Fig. 1: drive-strength map
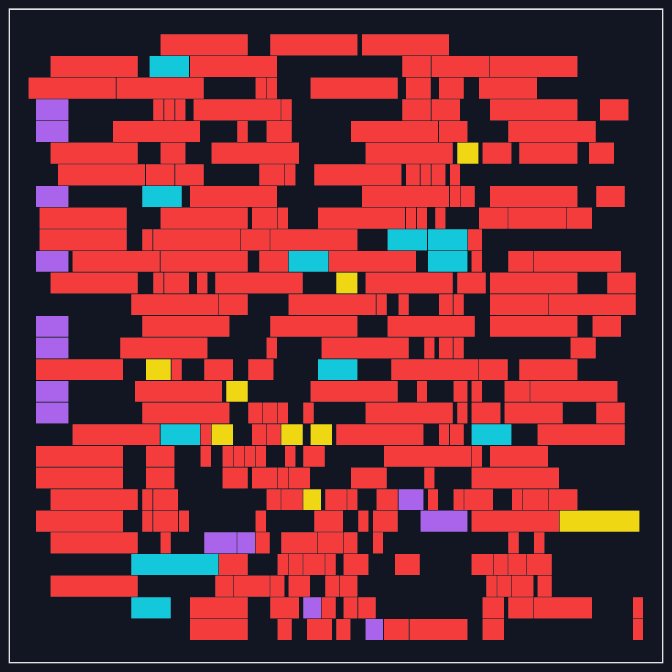
Fig. 2: routing congestion map
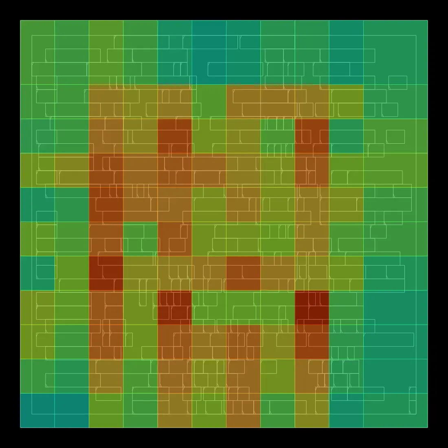
Fig. 3: register map, names as in the netlist
Scale bar: 20 um.
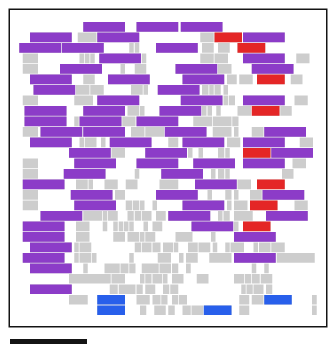
==> config.mk <==
export PLATFORM = sky130hd
export DESIGN_NAME = stack_unit
export DESIGN_NICKNAME = d
export VERILOG_FILES = /design/src/rtl/stack_unit.sv
export SDC_FILE = /design/constraint.sdc
export NUM_CORES = 1
export LEC_CHECK = 0
export CAP_MARGIN = 20
export CORE_MARGIN = 2
export CORE_UTILIZATION = 56
export CTS_CLUSTER_SIZE = 14
export DETAILED_ROUTE_END_ITERATION = 8
export DONT_BUFFER_PORTS = 1
export PLACE_DENSITY_LB_ADDON = 0.08
export SYNTH_ARGS = -nofsm -noshare
export SYNTH_HDL_FRONTEND = slang
export SYNTH_SLANG_ARGS = --single-unit
==> constraint.sdc <==
create_clock -name clk -period 4.2 [get_ports clk]
set_input_delay 0.84 -clock clk [delete_from_list [all_inputs] [get_ports clk]]
set_output_delay 0.84 -clock clk [all_outputs]
set_load 0.01 [all_outputs]
==> Changelog: implementation <==
### Physical design

- Post-layout nets: 286
- Status: complete, no violations
- Largest net degree at the start of global routing: 24
- Synth Register Bits: 76
- Ys flop type: edfxtp_1
- Yosys chip area: 3398 um^2
- # diodes: 0
- Xor/xnor share of the synthesized area: 0.9941%
- Slew @ Worst Pin: 0.8532 ns
- Final hold vios: 0
- Synth async-reset ratio: 0%
- RSZ-0062 raised after global routing: no
- Tool warnings: 27
- Vias in the first global route: 1913
- Global route total overflow: 0
- Slowest cell on crit path: or3b_1
- Worst reg-to-reg path cell count: 6
- Setup TNS: 0 ns
- FP Util: 57.74%
- Post-synthesis cell count: 262
- Row cnt: 28
- Post-DP HPWL: 4.522 mm
- YS warnings: 0
- Post-DP Area: 3455 um^2
- Die Area: 6708 um^2
- Hold buffers post-CTS: 0
- Max_slew headroom: 43.03%
- Setup Buffers After CTS: 0
- Ys cells: 262
- FMAX: 324.4 MHz
- Met2 global-route usage: 30.41%
- CP Max Fanout: 13
- CP endpoint kind: flop
- Maximum Capacitance Violations: 0
- Avg Inst Size Synth: 12.97 um^2
- Number of enable flip-flop cells: 64
- First-pass GRT wire length: 9.984 mm
- Ordered list of cells on the worst path: inv_1, ha_1, or3b_1, a211oi_1, o21bai_1, nor2_1
- Max clock buf depth: 2
- Leak: 1.281 nW
- Post-DRT Antenna Nets: 0
- Min cycle time layout: 3.083 ns
- HP Class: in -> reg
- Clock transition at path regs: 0.07 ns
- Synth Area in Compound Gates: 12.26%
- Final Wtd Congestion: 0.8674
- Input/output buffers: 0
- Worst Path Required: 4.17 ns
- Non-filler instance count after layout: 341
- Clock root cell: clkbuf_8
- Top logic family: AND-OR/OR-AND gates
- Most common cell in the netlist: edfxtp_1
- Power density cells: 623.3 nW/um^2
About Fig. 1:
color	size	cells	share	most used
purple	x2	14	5.3%	mux2_2
yellow	x3 and x4	9	3.4%	buf_4
cyan	x6 and larger	11	4.1%	clkbuf_8
red	x1 and smaller	232	87%	edfxtp_1
Non-CTS buffers: 5
fin worst setup slack: 1.117 ns
Final Instance Area: 3650 um^2
Area Growth Syn to Fin: 7.401%

About Fig. 2:
GRT met3 Usage: 5.275%
Avg WL per Cell: 19.28 um
grt peak-use layer: met1
met1 Use GR: 30.92%

About Fig. 3:
color	signal	sequential cells
purple	mem	64
red	dout	8
blue	count	4
fraction of area in registers: 59.24%
final core occ: 62.01%

cell families (layout without fill, tap and decap cells):
group	count (synthesis)	in the layout
AND/OR/NAND/NOR	76	76
adder cells (fa/ha/maj)	3	3
multiplexers	26	26
XOR/XNOR	3	3
AND-OR/OR-AND	53	53
flip-flops	76	76
buffers and inverters	24	27
other	1	2
per-layer routing:
metal  part of all wire, %  vias up
met5                     0        -
met4                  0.96        0
met3                   8.1        6
met2                    45       70
met1                    46      998
li1                      -      995
placed cells by master (no fill, tap or decap), drive strengths merged, types with 2 or more instances in the layout:
| cell | netlist | routed |
|---|---|---|
| a211oi | 2 | 2 |
| a21o | 2 | 2 |
| a21oi | 10 | 10 |
| a221o | 8 | 8 |
| a311oi | 2 | 2 |
| buf | 16 | 5 |
| clkbuf | 2 | 12 |
| clkinv | 1 | 3 |
| conb | 1 | 2 |
| dfxtp | 12 | 12 |
| edfxtp | 64 | 64 |
| ha | 3 | 3 |
| inv | 5 | 5 |
| mux2 | 9 | 9 |
| mux2i | 17 | 17 |
| nand2 | 26 | 26 |
| nand3b | 3 | 3 |
| nor2 | 24 | 24 |
| nor3 | 12 | 12 |
| o211ai | 2 | 2 |
| o21ai | 3 | 3 |
| o2bb2ai | 9 | 9 |
| o32ai | 8 | 8 |
| or2 | 3 | 3 |
| xor2 | 2 | 2 |
layout make-up:
class / count / area, um^2
fillers: 452 / 2236
flip-flops and latches: 76 / 2162
multi-input cells: 163 / 1136
clock buffers: 12 / 145.1
well taps: 75 / 93.84
clock inverters: 4 / 50.05
repair buffers: 5 / 37.54
inverters: 6 / 25.02
critical path: cells and delay by family, from the launching register on:
kind	cells	cell delay [ns]
compound gates	2	0.46
fa+ha+maj	1	0.55
buf+inv	1	0.16
flops	1	0.44
simple gates	2	1.10
stage by stage:
stage	power [mW]	util (%)
5_1_grt	2.405	62.01
6_report	2.275	62.01
4_1_cts	2.293	62.01
3_5_place_dp	1.764	58.69
3_3_place_gp	1.754	58.69
2_1_floorplan	1.599	-
where the power goes:
group	switching, mW	total [mW]	internal [mW]
Clock	0.246	0.537	0.290
Combinational	0.468	0.768	0.300
Sequential	0.0788	0.971	0.892
No activity file was given, so power comes from the tool's default toggle rates.
